===== src/rtl/fetch_unit.sv =====
// fetch_unit: instruction fetch stage between the PC and decode.
// Each cycle it may issue a read at pc_in to a 1-cycle synchronous instruction ROM.
// It buffers the returned {instr, pc} words in a DEPTH-entry FIFO and presents the
// FIFO head to decode over a valid/ready handshake.
// Ports:
//   clk, rst_n          clock, asynchronous active-low reset
//   start               IDLE->RUN; in RUN flushes the buffer (the PC restarts at 0)
//   pc_in               current PC value
//   branch_taken        redirect: flush the buffer and cancel the in-flight read
//   fetch_stall         PC must hold this cycle
//   imem_en/imem_addr   ROM read strobe / address
//   imem_rdata          ROM data, valid the cycle after imem_en
//   instr_valid/ready   decode handshake
//   instr_out/instr_pc  head instruction and its PC
module fetch_unit #(
   parameter int unsigned IW    = 8,
   parameter int unsigned IMW   = 4,
   parameter int unsigned DEPTH = 2
) (
   input  logic           clk,
   input  logic           rst_n,
   input  logic           start,
   input  logic [IMW-1:0] pc_in,
   input  logic           branch_taken,
   output logic           fetch_stall,
   output logic           imem_en,
   output logic [IMW-1:0] imem_addr,
   input  logic [IW-1:0]  imem_rdata,
   output logic           instr_valid,
   input  logic           instr_ready,
   output logic [IW-1:0]  instr_out,
   output logic [IMW-1:0] instr_pc
);

   localparam int unsigned AW = (DEPTH > 1) ? $clog2(DEPTH) : 1;
   localparam int unsigned CW = $clog2(DEPTH) + 1;
   localparam int unsigned OW = CW + 1;

   typedef enum logic {IDLE, RUN} state_t;

   typedef struct packed {
      logic [IW-1:0]  instr;
      logic [IMW-1:0] pc;
   } entry_t;

   state_t         state_q, state_d;
   logic           inflight_q, inflight_d;
   logic [IMW-1:0] inflight_pc_q, inflight_pc_d;
   logic [AW-1:0]  wr_ptr_q, wr_ptr_d;
   logic [AW-1:0]  rd_ptr_q, rd_ptr_d;
   logic [CW-1:0]  count_q, count_d;
   entry_t         mem_q [DEPTH];

   logic run, flush, pop, push, issue;
   logic [OW-1:0] occ, lim;

   // Next-state: IDLE leaves only on start; RUN is terminal until reset
   always_comb begin
      state_d = state_q;
      if (state_q == IDLE && start) begin
         state_d = RUN;
      end
   end

   // Issue decision: in-flight word plus current occupancy must fit after this cycle's pop
   always_comb begin
      run   = (state_q == RUN);
      flush = run & (branch_taken | start);
      pop   = instr_valid & instr_ready;
      push  = inflight_q & ~flush;
      occ   = OW'(count_q) + OW'(inflight_q);
      lim   = OW'(DEPTH) + OW'(pop);
      issue = run & ~branch_taken & ~start & (occ < lim);
   end

   assign imem_en     = issue;
   assign imem_addr   = run ? pc_in : '0;
   // A branch moves the PC to the target even though nothing is issued
   assign fetch_stall = run ? (~issue & ~branch_taken) : 1'b1;

   assign instr_valid = (count_q != '0);
   assign instr_out   = mem_q[rd_ptr_q].instr;
   assign instr_pc    = mem_q[rd_ptr_q].pc;

   // FIFO pointer / occupancy and in-flight tracking
   always_comb begin
      inflight_d    = issue;
      inflight_pc_d = issue ? pc_in : inflight_pc_q;
      wr_ptr_d      = wr_ptr_q;
      rd_ptr_d      = rd_ptr_q;
      count_d       = count_q;
      if (flush) begin
         wr_ptr_d = '0;
         rd_ptr_d = '0;
         count_d  = '0;
      end else begin
         if (push) wr_ptr_d = wr_ptr_q + AW'(1);
         if (pop)  rd_ptr_d = rd_ptr_q + AW'(1);
         case ({push, pop})
            2'b10:   count_d = count_q + CW'(1);
            2'b01:   count_d = count_q - CW'(1);
            default: count_d = count_q;
         endcase
      end
   end

   // State and control registers
   always_ff @(posedge clk or negedge rst_n) begin
      if (!rst_n) begin
         state_q       <= IDLE;
         inflight_q    <= 1'b0;
         inflight_pc_q <= '0;
         wr_ptr_q      <= '0;
         rd_ptr_q      <= '0;
         count_q       <= '0;
      end else begin
         state_q       <= state_d;
         inflight_q    <= inflight_d;
         inflight_pc_q <= inflight_pc_d;
         wr_ptr_q      <= wr_ptr_d;
         rd_ptr_q      <= rd_ptr_d;
         count_q       <= count_d;
      end
   end

   // FIFO storage; cleared on reset so the head reads 0 out of reset
   always_ff @(posedge clk or negedge rst_n) begin
      if (!rst_n) begin
         for (int i = 0; i < int'(DEPTH); i++) begin
            mem_q[i] <= '0;
         end
      end else if (push) begin
         mem_q[wr_ptr_q] <= '{instr: imem_rdata, pc: inflight_pc_q};
      end
   end

endmodule


===== config.mk =====
export PLATFORM = sky130hd
export DESIGN_NAME = fetch_unit
export DESIGN_NICKNAME = d
export VERILOG_FILES = /design/src/rtl/fetch_unit.sv
export SDC_FILE = /design/constraint.sdc
export NUM_CORES = 1
export LEC_CHECK = 0
export ABC_AREA = 1
export CAP_MARGIN = 20
export CORE_MARGIN = 1
export CORE_UTILIZATION = 50
export CTS_CLUSTER_DIAMETER = 120
export DETAILED_ROUTE_END_ITERATION = 6
export MAX_ROUTING_LAYER = met4
export PLACE_DENSITY = 0.75
export SYNTH_ARGS = -nofsm -noshare
export SYNTH_HDL_FRONTEND = slang
export SYNTH_SLANG_ARGS = --single-unit

===== constraint.sdc =====
create_clock -name clk -period 4.2 [get_ports clk]
set_input_delay 0.42 -clock clk [delete_from_list [all_inputs] [get_ports clk]]
set_output_delay 0.42 -clock clk [all_outputs]
set_load 0.03 [all_outputs]

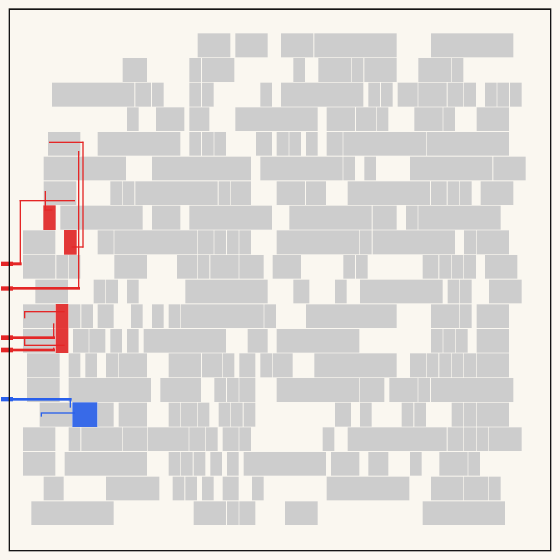
run_1/port_trees.png
legend:
  red:
    port: imem_addr
    direction: output
    edge: left
    end_cells: 4
    buffers: 4
    wire: 75.6 um
  blue:
    port: fetch_stall
    direction: output
    edge: left
    end_cells: 1
    buffers: 1
    wire: 11.1 um

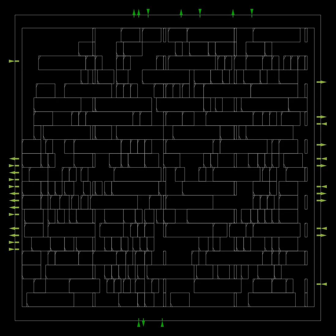
run_1/placed.png
core area: 0.003103 mm2
# Taps: 44
flop count: 34
Fill cells: 276
fraction of area in registers: 39.42%

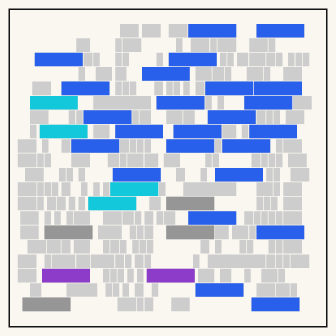
run_1/ff_map.png
Other sequential cells in the stronger gray, the rest of the logic in the fainter gray.
legend:
  blue:
    netlist_name: mem_q
    flops: 24
  cyan:
    netlist_name: inflight_pc_q
    flops: 4
    where: middle left
  purple:
    netlist_name: count_q
    flops: 2

==> summary.txt, run 1 <==
run results: register area 850.8 um2, drt wl/cell 12.04 um, total grt overflow 0, minimum clock period 2.910 ns, initial antenna violation count 0, P_leak 1.114 nW, Comb area 666.9 um2, peak supply drop 258.6 uV, Area Overhead vs Synth 29.80%, Worst R2R Path Depth 6, critical path class reg -> out, first-pass GRT wire length 5740 um, io pins 36, Sink Count 34, Clock H-tree levels 2, post-route design area 0.002158 mm2, chip area 0.003561 mm2, ant diodes 0, largest net degree at the start of global routing 35, Post-Syn Area 0.001663 mm2, root buffer cell clkbuf_4, FMAX 0.3437 GHz, flops out of synthesis 34, unrepaired setup endpoints after global routing false, Tightest Pin Transition 0.6484 ns, Max Cap Viol 0, maximum fanout along the worst path 6, clk ins delay skew pair 0.36 ns, Setup TNS 0 ns, Via-to-Cell Ratio 4.833, # resized after CTS 0, total CTS buffers 5, YS chip area 0.001663 mm2, fin util 69.56%, Unique cell types 19, via count of the first global-routing pass 1,306, status completed, Top cell excl fill/tap nand2_1, post-CTS setup buffers 0, layout cells sized above 1 15.13%, ys cells 200, Std-Cell Rows 20
[run 1: final timing paths]
kind	from	end	slack (ns)
min in group clk	inflight_pc_q[1]	inflight_pc_q[1]	0.49
worst max-delay path	inflight_q	imem_en	1.29
worst min register to register	inflight_pc_q[1]	inflight_pc_q[1]	0.49
worst max register to register	run	mem_q[13]	2.53
worst min-delay path	rst_n	mem_q[18]	0.46
max in group asynchronous	rst_n	count_q[0]	3.42
[run 1: sequential cells by signal, summed over array words and instances (netlist names)]
signal,cells
mem_q,24
inflight_pc_q,4
count_q,2
inflight_q,1
rd_ptr_q,1
run,1
wr_ptr_q,1
[run 1: synth_stat cells (all sizes together)]
master,n,area [um2]
buf,5,43.79
o21ai,27,195.2
ha,2,25.02
nand2,89,356.6
a21oi,2,10.01
nor2,2,7.510
nor3b,1,12.51
nand3,8,40.04
or2,2,12.52
inv,25,93.84
dfrtp,34,850.8
a22oi,1,7.510
clkbuf,2,7.510
[run 1: layer usage]
metal  global-route usage [%]  vias to the layer above  wire length (um)
li1                         -                      698                 -
met1                    27.23                      616              1477
met2                    35.87                       39              1641
met3                    5.411                       10               183
met4                    12.96                        0                92
met5                        -                        -                 0
[run 1: area by class of cell]
| type | count | share of cell area (%) |
|---|---|---|
| inverter | 25 | 4.348 |
| timing repair buffer | 37 | 17.86 |
| clock inverter | 3 | 3.188 |
| multi-input combinational | 134 | 30.90 |
| sequential | 34 | 39.42 |
| tap | 44 | 2.551 |
| clock buffer | 5 | 1.739 |
[run 1: cells by family after synthesis]
logic type	count (synthesis)	share of synthesized area, %
compound gates	30	12.79
fa+ha+maj	2	1.505
buf+inv	32	8.728
flops	34	51.17
simple gates	102	25.81
[run 1: where the power goes]
group	switching (mW)	internal, mW
combinational	0.178	0.134
clock	0.121	0.186
sequential	0.0375	0.382
total	0.337	0.702
[run 1: critical path, cell delays in order, from the launching register on]
cell and delay [ns]:
dfrtp_1 0.45, ha_1 0.23, ha_1 0.20, nor3b_2 0.32, nand2_1 0.19, inv_1 0.10
clkdlybuf4s50_1 0.67
run_1/route_heat.png
The die is cut into 12 by 12 equal tiles; black is low, pale yellow is high, scaled to the fullest tile. Values are wire area over tile area, all layers added.
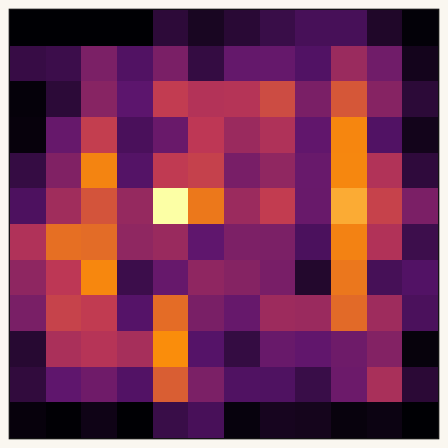

==> run 2, diff against run 1 <==
- CORE_UTILIZATION: 50 -> 45
- PLACE_DENSITY: 0.75 -> 0.71
- clock period: 4.2 -> 2.5 ns (I/O delays scaled with it)
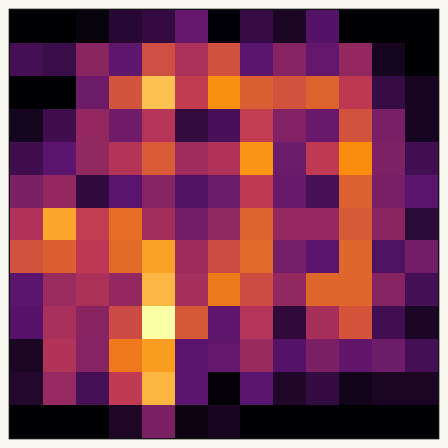
run_2/route_heat.png
The die is cut into 13 by 13 equal tiles; black is low, pale yellow is high, scaled to the fullest tile. Values are wire area over tile area, all layers added.
fullest tile: 0.39
mean over tiles: 0.13
emptiest ninth of the die: lower right

==> run 2 against run 1 <==
  * Wire length down 5.5%
  * Total power up 65%
  * Register-to-register slack worse by 1.7 ns
  * Cell count up 1.4%
  * Synthesized cell count unchanged
  * Count of clock-buffer cells in the layout unchanged
  * Combinational power up 68%
  * Cell area up 0.35%
  * Critical path type unchanged
  * Highest routed layer unchanged
==> summary.txt, run 2 <==
run results: Top cell area share 51.17% (unchanged), FMAX 0.4357 GHz, number of flip-flops under the largest register name 24 (unchanged), total CTS buffers 5 (unchanged), core area 0.003442 mm2 (was 0.003103 mm2), ys flop type dfrtp_1 (unchanged), Via-to-Cell Ratio 4.699 (was 4.833), R2R Path Start inflight_q (was run), # port buffers 35 (unchanged), crit path capture imem_en (unchanged), Unique cell types 19 (unchanged), Synth top cell by count nand2_1 (unchanged), Critical-path top delay cell dfrtp_1 (was clkdlybuf4s50_1), Comb area 673.1 um2 (was 666.9 um2), switching share of power 32.18% (was 32.43%), initial antenna violation count 0 (unchanged), ys cells 200 (unchanged), minimum clock period 2.295 ns, area fraction in compound gates after synthesis 12.79% (unchanged), maximum fanout along the worst path 6 (unchanged), largest net degree at the start of global routing 35 (unchanged), Std-Cell Rows 21 (was 20), critical path class reg -> out (unchanged), Sink Count 34 (unchanged), top cells by count, synth nand2_1 (80), dfrtp_1 (34), inv_1 (24) (unchanged), root buffer cell clkbuf_8 (was clkbuf_4), Top cell excl fill/tap nand2_1 (unchanged), Fill cells 321 (was 276), Synth mux share 0% (unchanged), via count of the first global-routing pass 1,299 (was 1,306), Max Cap Viol 0 (unchanged), yosys xor share 0% (unchanged), Total Wirelength 3209 um (was 3394 um), YS chip area 0.001663 mm2 (unchanged), Seq pwr share 40.8% (was 40.4%), tool warnings 26 (unchanged), Reg with most FFs mem_q (unchanged), combinational fraction of design power 30.7% (was 30.0%), io pins 36 (unchanged), Tightest Pin Transition 0.4396 ns (was 0.6484 ns), Yosys top cell by area dfrtp_1 (unchanged), die height 62.79 um (was 59.67 um), Net Count, Synth 219 (unchanged), critical path startpoint inflight_q (unchanged), total grt overflow 0 (unchanged), peak supply drop 418.1 uV (was 258.6 uV), ant diodes 0 (unchanged), Post-Syn Area 0.001663 mm2 (unchanged), Worst R2R Path Depth 7 (was 6), Psw 0.5509 mW (was 0.3370 mW), EDFF count, synth 0 (unchanged), flops out of synthesis 34 (unchanged), Largest regs mem_q: 24 flops, inflight_pc_q: 4 flops, count_q: 2 flops (unchanged), total power 1.712 mW (was 1.039 mW), drt wl/cell 11.22 um (was 12.04 um), Syn. warnings 0 (unchanged), Int Power 1.161 mW (was 0.7021 mW), DRC viols 0 (unchanged), Simple Share, Synth 25.81% (unchanged), synth top area cells dfrtp_1 (51%), nand2_1 (18%), o21ai_2 (6.8%), inv_1 (5.4%), o21ai_1 (3.9%) (unchanged), slowest stage delay, CP 0.44 ns (was 0.67 ns), unrepaired setup endpoints after global routing false (unchanged), Clock H-tree levels 2 (unchanged), layout cells sized above 1 15.83% (was 15.13%), FF-to-FF setup slack 0.85 ns (was 2.53 ns), status completed (unchanged), cells along the critical path ha_1 -> ha_1 -> nor3b_4 -> nand2_1 -> inv_1 -> dlygate4sd2_1 (was ha_1 -> ha_1 -> nor3b_2 -> nand2_1 -> inv_1 -> clkdlybuf4s50_1), Main logic family simple AND/OR/NAND/NOR gates (unchanged), Crit path top cell by count ha_1 (unchanged), R2R Path End inflight_pc_q[1] (was mem_q[13]), first-pass GRT wire length 5768 um (was 5740 um), chip area 0.003943 mm2 (was 0.003561 mm2), post-synthesis adder-cell area fraction 1.505% (unchanged), Clk pwr share 28.5% (was 29.6%), clk ins delay skew pair 0.28 ns (was 0.36 ns), FFs w/ async S/R, synth 100.0% (unchanged), P_leak 1.130 nW (was 1.114 nW)
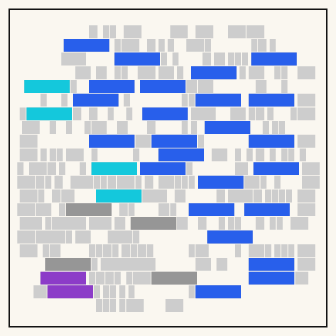
run_2/ff_map.png
Other sequential cells in the stronger gray, the rest of the logic in the fainter gray.
legend:
  cyan:
    netlist_name: inflight_pc_q
    flops: 4
    where: middle left
  purple:
    netlist_name: count_q
    flops: 2
  blue:
    netlist_name: mem_q
    flops: 24
not colored: 4
fin util: 62.92%
register area: 850.8 um2
Flop+latch power: 0.699 mW

-- run 2: area by class of cell --
class                           instances  share of cell area [%]
Sequential cell                        34                   39.28
Clock inverter                          3                   1.849
Tap cell                               46                   2.657
Multi-Input combinational cell        134                   31.08
Clock buffer                            5                   3.177
Timing Repair Buffer                   39                   17.62
Inverter                               25                   4.333
-- run 2: worst min path at each step --
stage,slack (ns),start,depth (start not counted),to
after floorplan,-0.05,rst_n,0,count_q[0]
after global placement,0.46,inflight_pc_q[3],2,inflight_pc_q[3]
after detailed placement,0.46,inflight_pc_q[0],2,inflight_pc_q[0]
after CTS,0.39,rst_n,2,mem_q[7]
after global routing,0.40,rst_n,2,mem_q[7]
final,0.38,rst_n,2,mem_q[18]
-- run 2: repair_timing --
action                                  4_1_cts  5_1_grt
endpoints found under the setup margin        1        1
setup buffers                                 0        0
gates resized                                 2        1
hold buffers                                  0        0
-- run 2: per-layer routing --
layer	vias up	share of wire [%]	GRT usage (%)
met5	-	0	-
met4	0	1.3	8.721
met3	4	5.7	6.569
met2	42	48	31.66
met1	603	45	22.75
li1	695	-	-
-- run 2: power groups by stage --
stage	sequential, mW	clock [mW]	combinational (mW)
final	0.699	0.488	0.525
after floorplan	0.698	0	0.337
after detailed placement	0.709	0	0.528
after CTS	0.700	0.499	0.532
after global placement	0.704	0	0.520
after global routing	0.713	0.530	0.580
-- run 2: through the flow --
stage	instances	area, um2	hold slack [ns]	util, %
after CTS	286	2163	0.3857	62.85
after detailed placement	278	2049	0.4589	59.54
after global routing	286	2166	0.3955	62.92
after floorplan	200	1663	-0.04559	-
after global placement	278	2049	0.4556	59.54
final	286	2166	0.3760	62.92
-- run 2: kinds of logic after synthesis --
logic type,Yosys count
adder cells (fa/ha/maj),2
AND-OR/OR-AND,30
buffers and inverters,32
flip-flops,34
AND/OR/NAND/NOR,102
-- run 2: worst max-delay path: cells and delay by family (launching register included) --
kind,cells,cell delay (ns)
buf+inv,2,0.48
simple gates,2,0.41
flops,1,0.44
fa+ha+maj,2,0.44
Power figures rest on the tool's default switching activity, not on a simulated workload.
